`src/rtl/decoder_seq_pkg.sv`:
```
`default_nettype none
// ============================================================================
// Module   : decoder_seq_pkg
// Brief    : Shared state encoding for the sequenced step decoder.
// Revision : 1.0
// ============================================================================
package decoder_seq_pkg;

    typedef enum logic [0:0] {
        ST_IDLE = 1'b0,
        ST_RUN  = 1'b1
    } state_t;

endpackage
`default_nettype wire

```
`src/rtl/decoder_seq_dec.sv`:
```
`default_nettype none
// ============================================================================
// Module   : decoder_seq_dec
// Brief    : Parametrised combinational decoder with enable; the disabled
//            output sits at the inactive level for the selected polarity.
// Revision : 1.0
// ============================================================================
module decoder_seq_dec #(
    parameter int SEL_SIZE = 3,
    parameter int ONE_COLD = 0
) (
    input  logic [SEL_SIZE-1:0]      i_sel,
    input  logic                     i_en,
    output logic [(1<<SEL_SIZE)-1:0] o_y
);

    logic [(1<<SEL_SIZE)-1:0] w_hot;

    for (genvar k = 0; k < (1 << SEL_SIZE); k++) begin : g_line
        assign w_hot[k] = i_en && (i_sel == SEL_SIZE'(k));
    end

    if (ONE_COLD != 0) begin : g_cold
        assign o_y = ~w_hot;
    end else begin : g_hot
        assign o_y = w_hot;
    end

endmodule
`default_nettype wire

```
`src/rtl/decoder_seq.sv`:
```
`default_nettype none
// ============================================================================
// Module   : decoder_seq
// Brief    : Sequenced step decoder: registered step counter with start,
//            stall, abort, programmable length and back-to-back restart.
// Revision : 1.0
// ============================================================================
module decoder_seq
    import decoder_seq_pkg::*;
#(
    parameter int SEL_SIZE = 3,
    parameter int ONE_COLD = 0
) (
    input  logic                     iCLK,
    input  logic                     iRSTN,
    input  logic                     iGO,
    input  logic [SEL_SIZE-1:0]      iLEN,
    input  logic                     iHOLD,
    input  logic                     iCLR,
    output logic [SEL_SIZE-1:0]      oSEL,
    output logic [(1<<SEL_SIZE)-1:0] oY,
    output logic                     oBUSY,
    output logic                     oLAST
);

    state_t              r_state;
    state_t              w_state_nxt;
    logic [SEL_SIZE-1:0] r_sel;
    logic [SEL_SIZE-1:0] w_sel_nxt;
    logic [SEL_SIZE-1:0] r_len;
    logic [SEL_SIZE-1:0] w_len_nxt;
    logic                w_busy;

    always_ff @(posedge iCLK or negedge iRSTN) begin
        if (!iRSTN) begin
            r_state <= ST_IDLE;
            r_sel   <= '0;
            r_len   <= '0;
        end else begin
            r_state <= w_state_nxt;
            r_sel   <= w_sel_nxt;
            r_len   <= w_len_nxt;
        end
    end

    // Abort beats stall beats advance; a start is only honoured when idle
    // or on the final step, where it restarts without an idle gap.
    always_comb begin
        w_state_nxt = r_state;
        w_sel_nxt   = r_sel;
        w_len_nxt   = r_len;
        case (r_state)
            ST_IDLE: begin
                if (iGO) begin
                    w_state_nxt = ST_RUN;
                    w_sel_nxt   = '0;
                    w_len_nxt   = iLEN;
                end
            end
            ST_RUN: begin
                if (iCLR) begin
                    w_state_nxt = ST_IDLE;
                    w_sel_nxt   = '0;
                end else if (iHOLD) begin
                    w_sel_nxt   = r_sel;
                end else if (r_sel != r_len) begin
                    w_sel_nxt   = r_sel + SEL_SIZE'(1);
                end else if (iGO) begin
                    w_sel_nxt   = '0;
                    w_len_nxt   = iLEN;
                end else begin
                    w_state_nxt = ST_IDLE;
                    w_sel_nxt   = '0;
                end
            end
            default: begin
                w_state_nxt = ST_IDLE;
                w_sel_nxt   = '0;
            end
        endcase
    end

    assign w_busy = (r_state == ST_RUN);
    assign oBUSY  = w_busy;
    assign oSEL   = r_sel;
    assign oLAST  = w_busy && (r_sel == r_len);

    decoder_seq_dec #(
        .SEL_SIZE (SEL_SIZE),
        .ONE_COLD (ONE_COLD)
    ) u_dec (
        .i_sel (r_sel),
        .i_en  (w_busy),
        .o_y   (oY)
    );

endmodule
`default_nettype wire

```
`config.mk`:
```
export PLATFORM = sky130hd
export DESIGN_NAME = decoder_seq
export DESIGN_NICKNAME = d
export VERILOG_FILES = /design/src/rtl/decoder_seq_pkg.sv /design/src/rtl/decoder_seq_dec.sv /design/src/rtl/decoder_seq.sv
export SDC_FILE = /design/constraint.sdc
export NUM_CORES = 1
export LEC_CHECK = 0
export CORE_AREA = 2 2 39 41
export DETAILED_ROUTE_END_ITERATION = 16
export DIE_AREA = 0 0 41 43
export PLACE_DENSITY = 0.78
export SLEW_MARGIN = 10
export SYNTH_ARGS = -nofsm -noshare
export SYNTH_HDL_FRONTEND = slang
export SYNTH_SLANG_ARGS = --single-unit
```
`constraint.sdc`:
```
create_clock -name iCLK -period 1.64 [get_ports iCLK]
set_clock_uncertainty 0.2 [all_clocks]
set_input_delay 0.328 -clock iCLK [delete_from_list [all_inputs] [get_ports iCLK]]
set_output_delay 0.328 -clock iCLK [all_outputs]
set_load 0.01 [all_outputs]
```
==> metrics.csv, run 1 <==
stage,metric,value,unit
setup_path,r2r-start,oSEL[1],
placement,io_buffers,20,
timing,fin_setup_tns,-2.12,ns
synth,syn_area,502,um2
grt,gr-total-overflow,0,
final_layout,synthToLayoutAreaGrowth,102,%
drt,drtAntennaViolNets,0,
setup_path,crit_type,reg -> out,
setup_path,regToRegSetupSlack,-0.13,ns
drt,vias,511,
drt,wire_per_inst,13.1,um
synth,ys_async_sr_fraction,1.00,
grt,met2_usage,0.363,
outcome,status,"finished, violations left",
synth,ys_sh_aoi,0.127,
setup_path,r2r-end,oSEL[0],
power_and_ir_drop,ir_worst_vdd,845,uV
synth,topCellsByArea,"dfrtp_1 (35%), ha_1 (15%), mux2_1 (6.7%), xnor2_1 (5.2%), and3_1 (5.0%)",
floorplanning,dieHeight,43,um
synth,ys_cells,49,
drt,drcViolationCount,0,
timing,slew_headroom,0.783,
setup_path,cp-end-kind,primary output,
synth,yosysWarnings,0,
floorplanning,chip_area,1760,um2
synth,yosys.cell_count.top_type,dfrtp_1,
run,warning_count,32,
timing,whs,0.140,ns
timing,rsz0062_at_grt,true,
run,cap_violations,0,
drt,routed-wl-met2,867,um
power_and_ir_drop,power_density,1400,nW/um2
synth,syn_inst,49,
final_layout,final_area,1020,um2
setup_path,worstPathMaxFanout,6,
placement,dp_slack,-0.365,ns
setup_path,required,1.11,ns
final_layout,fill_cells,107,
timing,setup_slack,-0.213,ns
synth,mux_share,0.0673,
grt,antenna_found_initial,0,
final_layout,finalCoreUtilization,0.734,
floorplanning,io_pins,21,
timing,finalCritPeriodShare,1.13,
synth,yosys.area_share.simple,0.217,
clock_tree,path_clk_slew,0.05,ns
clock_tree,tritoncts,yes,
grt,grt_pass1_wl,2.16,mm
final_layout,drive_above_1_share,0.640,
drt,route.met3.wl,63,um
drt,m1WireLength,431,um
synth,synthDominantCellAreaShare,0.349,
drt,routed.top_layer,met4,
clock_tree,cts.sinks,7,
clock_tree,cts_root_buf,clkbuf_4,
clock_tree,cts_buffers,3,
setup_path,crit_arrival,1.33,ns
grt,grt_pass1_vias,509,
final_layout,fin_nets,104,
synth,synthTopCellsByCount,"dfrtp_1 (7), ha_1 (6), nor2_1 (5), and3_1 (4), inv_1 (4)",
placement,place_congestion,0.832,
timing,fmax,0.540,GHz
setup_path,endpoint,oY[7],
setup_path,reg2reg_depth,7,
floorplanning,rows,14,
power_and_ir_drop,leakage,0.471,nW
placement,dpl.hpwl,882,um
floorplanning,core,1380,um2
clock_tree,postCtsHoldBufs,0,
timing,setup_viol,16,
clock_tree,postCtsSetupBuffers,7,
timing,period_needed,1.85,ns
power_and_ir_drop,power,1.42,mW
floorplanning,die_w,41,um
synth,postSynthAreaPerCell,10.2,um2
clock_tree,htreeDepth,1,
timing,slew_violations,0,
placement,place_area,808,um2
grt,use_met3,0.0314,
synth,synth_seq_share,0.349,
grt,grt.met1_usage,0.177,
timing,hold_violations,0,
synth,yosysTopAreaCell,dfrtp_1,
clock_tree,cts_resized,66,
grt,busiest_layer,met2,
placement,placed_cells,96,
setup_path,critPathLaunch,oSEL[0],
final_layout,finalNonFillerCells,105,
final_layout,lay_top_count,buf_4,
floorplanning,fp_util,0.363,
synth,adder_share,0.150,
outcome,failed_checks,setup timing,
-- run 1: final cells by class --
class | count | area, um2 | share of cell area
Tap cell | 16 | 20.0 | 0.0197
Clock buffer | 4 | 26.3 | 0.0259
Inverter | 4 | 15.0 | 0.0148
Timing Repair Buffer | 37 | 328 | 0.323
Multi-Input combinational cell | 37 | 448 | 0.441
Sequential cell | 7 | 179 | 0.176
-- run 1: report_power, final --
part	internal (mW)	total (mW)	leakage [nW]	switching [mW]
Clock	0.0923	0.148	0.0150	0.0554
Combinational	0.564	0.936	0.372	0.372
Sequential	0.243	0.340	0.0835	0.0971
-- run 1: critical path, stage by stage (launching register included) --
cell and delay, ns:
dfrtp_2 0.48, ha_4 0.21, ha_4 0.15, and2_4 0.13, buf_6 0.11
==> run_1/wires.png <==
(12 px per um) Only two layers are drawn.
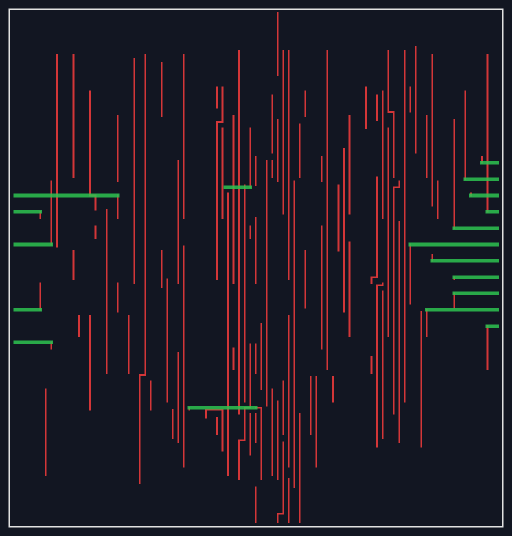
- red: metal 2 (wire length 868 um)
- green: metal 3 (wire length 63.2 um)
GRT Total Usage: 0.190
Routed Wire Length: 1.38 mm

==> run_1/clk_routes.png <==
(12 px per um)
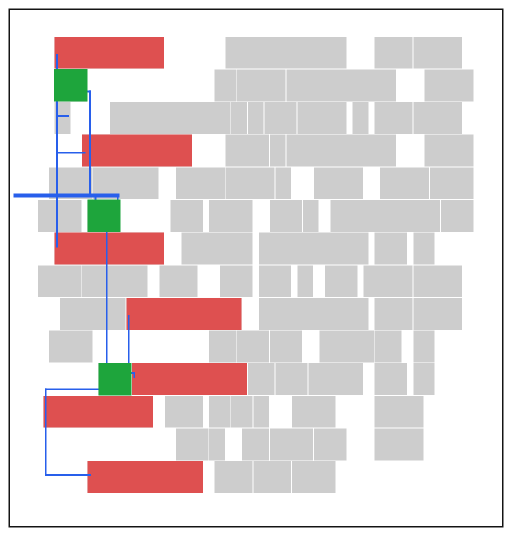
- blue: clock wires (length 81.4 um)
- green: clock drivers (count 3)
- red: flip-flops (count 7)
- routed clock nets: 4

==> run_1/cell_density.png <==
(6 px per um) The die is cut into 8 by 9 equal tiles; white is low, dark blue is high, 0 to 100% covered.
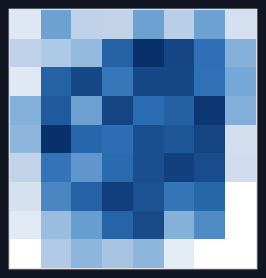
- densest ninth of the die: centre
- emptiest ninth of the die: south-east
- fullest tile: 100%
- nearly empty tiles: 6.9%

==> run_1/congestion.png <==
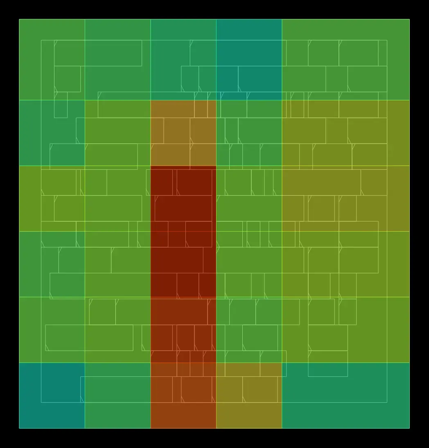

--- run 2 (diff from run 1) ---
- ABC_AREA: unset -> 1
- CORE_AREA: 2 2 39 41 -> unset
- CORE_UTILIZATION: unset -> 41
- DIE_AREA: 0 0 41 43 -> unset
- GPL_TIMING_DRIVEN: unset -> 1
- PLACE_DENSITY: 0.78 -> 0.82
==> run_2/congestion.png <==
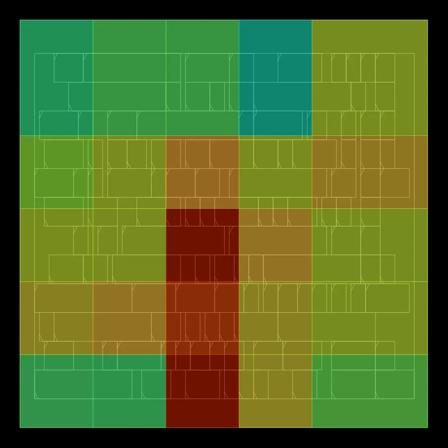
gr busiest metal: met2
final core utilization: 0.847
grt met1 use: 0.229

==> run 2 against run 1 <==
Critical path type unchanged. Synthesized cell count is 63% higher. Register-to-register slack better by 0.22 ns. The run still ends with setup timing left. Highest routed layer unchanged. Critical endpoint is now oLAST. Power is 36% lower. Clock power hardly changed.
==> metrics.csv, run 2 <==
stage,metric,value,unit,change
final_layout,ff_latch_area,178,um2,was 179 um2
timing,hold_violations,0,,unchanged
setup_path,worstPathMaxFanout,3,,was 6
synth,yosysWarnings,0,,unchanged
synth,yosys.area_share.simple,0.389,,was 0.217
setup_path,regToRegSetupSlack,0.09,ns,was -0.13 ns
drt,route.met3.wl,71,um,was 63 um
placement,dp_slack,-0.319,ns,was -0.365 ns
setup_path,path_cells,"buf_6, nand2_2, nand2_2, nor2_4, nand2_2, nor2_1, buf_2",,"was ha_4, ha_4, and2_4, buf_6"
clock_tree,cts_buffers,3,,unchanged
final_layout,lay_top_count,nand2_1,,was buf_4
floorplanning,dieHeight,38.5,um,was 43 um
synth,synthTopCellsByCount,"nand2_1 (23), inv_1 (12), nor2_1 (11), dfrtp_1 (7), ha_1 (6)",,"was dfrtp_1 (7), ha_1 (6), nor2_1 (5), and3_1 (4), inv_1 (4)"
drt,m1WireLength,616,um,was 431 um
timing,slew_headroom,0.792,,was 0.783
setup_path,cp-end-kind,primary output,,unchanged
outcome,status,"finished, violations left",,unchanged
final_layout,comb_area,397,um2,was 448 um2
drt,wl,1.63,mm,was 1.38 mm
floorplanning,core,1170,um2,was 1380 um2
grt,grt_pass1_wl,2.33,mm,was 2.16 mm
power_and_ir_drop,power,908,uW,was 1.42 mW
floorplanning,fp_util,0.467,,was 0.363
setup_path,r2r-start,oSEL[1],,unchanged
floorplanning,io_pins,21,,unchanged
grt,use_met3,0.0465,,was 0.0314
placement,place_congestion,0.883,,was 0.832
final_layout,clk_share,0.0265,,was 0.0259
clock_tree,cts.sinks,7,,unchanged
synth,topCellsByArea,"dfrtp_1 (32%), nand2_1 (16%), ha_1 (14%), inv_1 (8.2%), nor2_1 (7.6%)",,"was dfrtp_1 (35%), ha_1 (15%), mux2_1 (6.7%), xnor2_1 (5.2%), and3_1 (5.0%)"
synth,synth_seq_share,0.320,,was 0.349
synth,ys_sh_aoi,0.0183,,was 0.127
timing,fmax,0.536,GHz,was 0.540 GHz
placement,io_buffers,20,,unchanged
grt,grt_pass1_vias,550,,was 509
timing,slew_violations,0,,unchanged
outcome,failed_checks,setup timing,,unchanged
clock_tree,cts_root_buf,clkbuf_4,,unchanged
power_and_ir_drop,power_density,916,nW/um2,was 1400 nW/um2
run,warning_count,32,,unchanged
setup_path,crit_arrival,1.34,ns,was 1.33 ns
clock_tree,cts_resized,61,,was 66
setup_path,reg2reg_depth,8,,was 7
final_layout,fin_nets,136,,was 104
clock_tree,postCtsSetupBuffers,6,,was 7
setup_path,crit_type,reg -> out,,unchanged
setup_path,required,1.11,ns,about the same
setup_path,max_stage_delay,0.44,ns,was 0.48 ns
synth,syn_area,547,um2,was 502 um2
timing,whs,0.136,ns,was 0.140 ns
clock_tree,htreeDepth,1,,unchanged
synth,ys_async_sr_fraction,1.00,,unchanged
timing,period_needed,1.87,ns,was 1.85 ns
power_and_ir_drop,ir_worst_vdd,676,uV,was 845 uV
final_layout,inverters,16,,was 4
timing,setup_slack,-0.227,ns,was -0.213 ns
floorplanning,chip_area,1480,um2,was 1760 um2
setup_path,worst_path_max_delay_cell,dfrtp_2,,unchanged
final_layout,sh_seq_area,0.179,,was 0.176
clock_tree,postCtsHoldBufs,0,,unchanged
grt,met2_usage,0.446,,was 0.363
timing,setup_viol,9,,was 16
final_layout,synthToLayoutAreaGrowth,81.5,%,was 102%
synth,ys_cells,80,,was 49
final_layout,fill_cells,68,,was 107
floorplanning,die_w,38.5,um,was 41 um
grt,gr-total-overflow,0,,unchanged
final_layout,nMultiInputCombCells,56,,was 37
timing,rsz0062_at_grt,true,,unchanged
synth,adder_share,0.137,,was 0.150
floorplanning,taps,14,,was 16
setup_path,path_common_cell,nand2_2,,was ha_4
synth,postSynthAreaPerCell,6.83,um2,was 10.2 um2
final_layout,dominant_cells,multi-input combinational cells,,unchanged
placement,dpl.hpwl,928,um,was 882 um
drt,drtAntennaViolNets,0,,unchanged
synth,synthDominantCellAreaShare,0.320,,was 0.349
drt,wire_per_inst,12.0,um,was 13.1 um
synth,mux_share,0,,was 0.0673
final_layout,flop-count,7,,unchanged
run 2: through the flow:
| stage | cell area (um2) | utilization | TNS (ns) | std cells |
|---|---|---|---|---|
| global placement | 842 | 0.719 | -2.07 | 124 |
| floorplan | 547 | - | 0 | 80 |
| CTS | 913 | 0.780 | -1.35 | 134 |
| detailed placement | 842 | 0.719 | -2.18 | 124 |
| finish | 992 | 0.847 | -1.53 | 135 |
| global route | 992 | 0.847 | -1.96 | 135 |
run 2: power breakdown:
part           internal [mW]  total [mW]  switching [mW]
Combinational          0.246       0.504           0.259
Clock                 0.0925       0.151          0.0583
Sequential             0.211       0.253          0.0428
run 2: critical path, delay by kind of cell, from the launching register on:
kind	cells	cell delay (ns)
DFF	1	0.44
and+or+nand+nor	5	0.38
buffers and inverters	2	0.27
==> run_2/cell_density.png <==
(8 px per um) The die is cut into 8 by 8 equal tiles; white is low, dark blue is high, 0 to 100% covered.
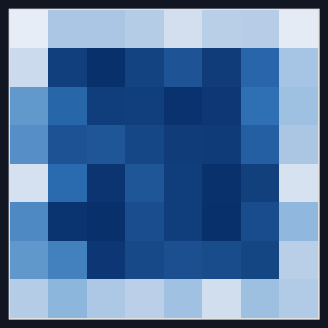

--- run 3 (diff from run 2) ---
- REMOVE_ABC_BUFFERS: unset -> 1
==> run_3/cell_density.png <==
(8 px per um) The die is cut into 8 by 8 equal tiles; white is low, dark blue is high, 0 to 100% covered.
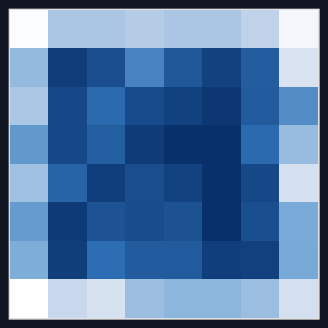
- mean over tiles: 65%
- tiles over 75% full: 55%
- densest ninth of the die: centre
- nearly empty tiles: 3.1%

==> run 3 against run 2 <==
Register-to-register slack better by 0.02 ns. First-iteration DRC count shrank 60%. Synthesized cell count is the same. The run still ends with setup timing left. Sequential share of layout area up 0.40 points. Non-clock buffer count is 1 lower.
==> metrics.csv, run 3 <==
stage,metric,value,unit,change
drt,wire_per_inst,11.7,um,was 12.0 um
synth,synthFlopType,dfrtp_1,,unchanged
setup_path,worst_path_max_delay_cell,dfrtp_2,,unchanged
clock_tree,cts_buffers,3,,unchanged
drt,drcViolationCount,0,,unchanged
clock_tree,path_clk_slew,0.05,ns,about the same
synth,ys_area,547,um2,unchanged
clock_tree,tritoncts,yes,,unchanged
setup_path,endpoint,oY[7],,was oLAST
clock_tree,insertion_delay,0.25,ns,about the same
outcome,failed_checks,setup timing,,unchanged
power_and_ir_drop,leakage,0.522,nW,was 0.538 nW
timing,fin_setup_tns,-1.56,ns,was -1.53 ns
placement,place_area,842,um2,unchanged
synth,yosysTopAreaCell,dfrtp_1,,unchanged
synth,xor_share,0.0160,,unchanged
setup_path,cp.depth,6,,was 7
clock_tree,clockBufferDepth,2,,unchanged
timing,setup_viol,9,,unchanged
grt,met2_usage,0.442,,was 0.446
timing,slew_violations,0,,unchanged
timing,whs,0.141,ns,was 0.136 ns
synth,adder_share,0.137,,unchanged
placement,dp_slack,-0.328,ns,was -0.319 ns
outcome,status,"finished, violations left",,unchanged
final_layout,drive_above_1_share,0.517,,was 0.479
placement,io_buffers,20,,unchanged
grt,grt_pass1_vias,561,,was 550
timing,worstMarginPinSlew,0.327,ns,was 0.310 ns
synth,synthDominantCellAreaShare,0.320,,unchanged
timing,rsz0062_at_grt,true,,unchanged
placement,placed_cells,124,,unchanged
power_and_ir_drop,seqPwrFrac,0.294,,was 0.279
synth,logic_family,simple AND/OR/NAND/NOR gates,,unchanged
synth,mux_share,0,,unchanged
synth,synth_seq_share,0.320,,unchanged
synth,syn_area,547,um2,unchanged
grt,grt_max_degree,8,,unchanged
clock_tree,cts_root_buf,clkbuf_4,,unchanged
grt,grt.met1_usage,0.217,,was 0.229
power_and_ir_drop,power,880,uW,was 908 uW
placement,place_congestion,0.813,,was 0.883
clock_tree,cts.sinks,7,,unchanged
final_layout,lay_top_cells,"nand2_1 (17), nand2_2 (11), nor2_1 (11)",,"was nand2_1 (19), nor2_1 (11), buf_4 (11)"
grt,busiest_layer,met2,,unchanged
timing,period_needed,1.88,ns,was 1.87 ns
grt,grt_pass1_wl,2.18,mm,was 2.33 mm
grt,use_met3,0.0349,,was 0.0465
final_layout,synthToLayoutAreaGrowth,78.7,%,was 81.5%
power_and_ir_drop,netSwitchingFraction,0.385,,was 0.396
power_and_ir_drop,intPower,541,uW,was 549 uW
timing,hold_violations,0,,unchanged
floorplanning,fp_util,0.467,,unchanged
synth,yosys.cell_count.top_type,nand2_1,,unchanged
drt,wl,1.57,mm,was 1.63 mm
power_and_ir_drop,pwr-share-comb,0.530,,was 0.555
floorplanning,die_w,38.5,um,unchanged
setup_path,reg2reg_depth,8,,unchanged
power_and_ir_drop,comb_cell_power,466,uW,was 504 uW
setup_path,crit_type,reg -> out,,unchanged
drt,routed.top_layer,met4,,unchanged
synth,ys_sh_aoi,0.0183,,unchanged
floorplanning,core,1170,um2,unchanged
timing,fmax,0.531,GHz,was 0.536 GHz
floorplanning,io_pins,21,,unchanged
synth,ys_cells,80,,unchanged
synth,yosys.area_share.simple,0.389,,unchanged
final_layout,lay_top_count,nand2_1,,unchanged
setup_path,regToRegSetupSlack,0.11,ns,was 0.09 ns
synth,synth-edff-count,0,,unchanged
synth,ys.flops,7,,unchanged
clock_tree,htreeDepth,1,,unchanged
timing,setup_slack,-0.244,ns,was -0.227 ns
grt,antenna_found_initial,0,,unchanged
power_and_ir_drop,power_density,900,nW/um2,was 916 nW/um2
timing,finalCritPeriodShare,1.15,,was 1.14
power_and_ir_drop,p_clk,155,uW,was 151 uW
floorplanning,rows,12,,unchanged
synth,topCellsByArea,"dfrtp_1 (32%), nand2_1 (16%), ha_1 (14%), inv_1 (8.2%), nor2_1 (7.6%)",,unchanged
placement,dpl.hpwl,993,um,was 928 um
setup_path,cp-start-kind,flip-flop,,unchanged
synth,synthTopCellsByCount,"nand2_1 (23), inv_1 (12), nor2_1 (11), dfrtp_1 (7), ha_1 (6)",,unchanged
power_and_ir_drop,clock_power_share,0.176,,was 0.166
drt,m1WireLength,640,um,was 616 um
final_layout,fill_cells,76,,was 68
setup_path,max_stage_delay,0.45,ns,was 0.44 ns
run,cap_violations,0,,unchanged
power_and_ir_drop,p_sw,338,uW,was 360 uW
final_layout,diodes,0,,unchanged
synth,ys_async_sr_fraction,1.00,,unchanged
power_and_ir_drop,ir_worst_vdd,656,uV,was 676 uV
setup_path,crit_arrival,1.36,ns,was 1.34 ns
run,warning_count,31,,was 32
hold_path,hp-class,in -> async,,unchanged
drt,route.met3.wl,40,um,was 71 um
setup_path,worstPathMaxFanout,4,,was 3
drt,drtAntennaViolNets,0,,unchanged
setup_path,required,1.11,ns,about the same
setup_path,critPathLaunch,oSEL[0],,was oSEL[1]
drt,vias,638,,was 643
final_layout,comb_area,390,um2,was 397 um2
final_layout,finalCoreUtilization,0.834,,was 0.847
power_and_ir_drop,power_leader,combinational logic,,unchanged
floorplanning,chip_area,1480,um2,unchanged
timing,slew_headroom,0.781,,was 0.792
grt,gr-total-overflow,0,,unchanged
setup_path,r2r-end,oBUSY,,unchanged
final_layout,ff_latch_area,179,um2,was 178 um2
grt,groute.usage.overall,0.220,,was 0.237
final_layout,fin_nets,135,,was 136
setup_path,cp-end-kind,primary output,,unchanged
drt,routed-wl-met2,875,um,was 871 um
synth,postSynthAreaPerCell,6.83,um2,unchanged
synth,syn_inst,80,,unchanged
setup_path,r2r-start,oSEL[1],,unchanged
setup_path,critPathBufInv,3,,was 2
final_layout,finalNonFillerCells,134,,was 135
power_and_ir_drop,seq-power,259,uW,was 253 uW
setup_path,path_cells,"ha_4, buf_6, ha_4, nand2_2, inv_2, buf_6",,"was buf_6, nand2_2, nand2_2, nor2_4, nand2_2, nor2_1, buf_2"
setup_path,path_delay_family,flip-flops,,unchanged
drt,via_per_inst,4.76,,about the same
synth,yosysWarnings,0,,unchanged
final_layout,final_area,977,um2,was 992 um2
synth,yosys.cell_types.count,15,,unchanged
drt,drtPass1Iterations,4,,unchanged
drt,drt-initial-drc-count,2,,was 5
floorplanning,dieHeight,38.5,um,unchanged
-- run 3: netlist changes by cell type in the layout (fill, tap and decap cells not counted), moves of 2 or more --
cell,delta
nand2_2,+4
nand2_1,-2
nand2_4,-2
inv_2,+2
-- run 3: repair_timing --
| item | CTS | global route |
|---|---|---|
| setup buffers | 5 | 1 |
| cloned | 0 | 0 |
| setup endpoints to repair | 13 | 12 |
| pin swaps | 4 | 4 |
| hold buffers | 0 | 0 |
| gates resized | 61 | 19 |
-- run 3: area by class of cell --
class                           instances  share of cell area
Clock buffer                            4              0.0269
Inverter                               16              0.0615
Timing Repair Buffer                   37               0.311
Multi-Input combinational cell         56               0.399
Tap cell                               14              0.0179
Sequential cell                         7               0.183

==> screenshots <==
PDN straps and rails.
(12 px per um) Pins as bars on the die edge.
panel A
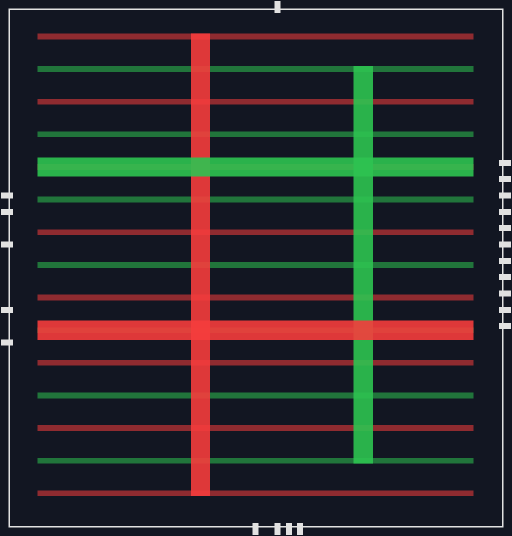
panel B
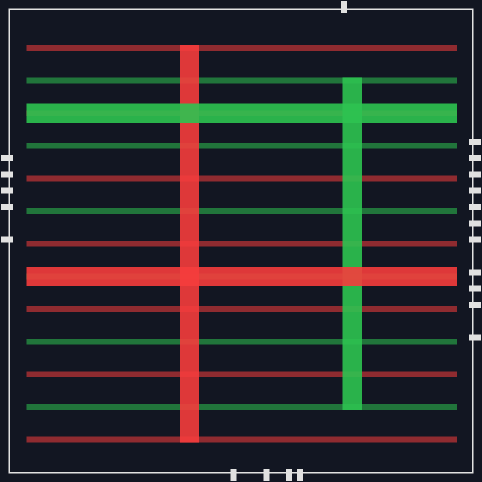
- run 1 = panel A
- run 3 = panel B
Of these, largest die: panel A

No activity file was given, so power comes from the tool's default toggle rates.
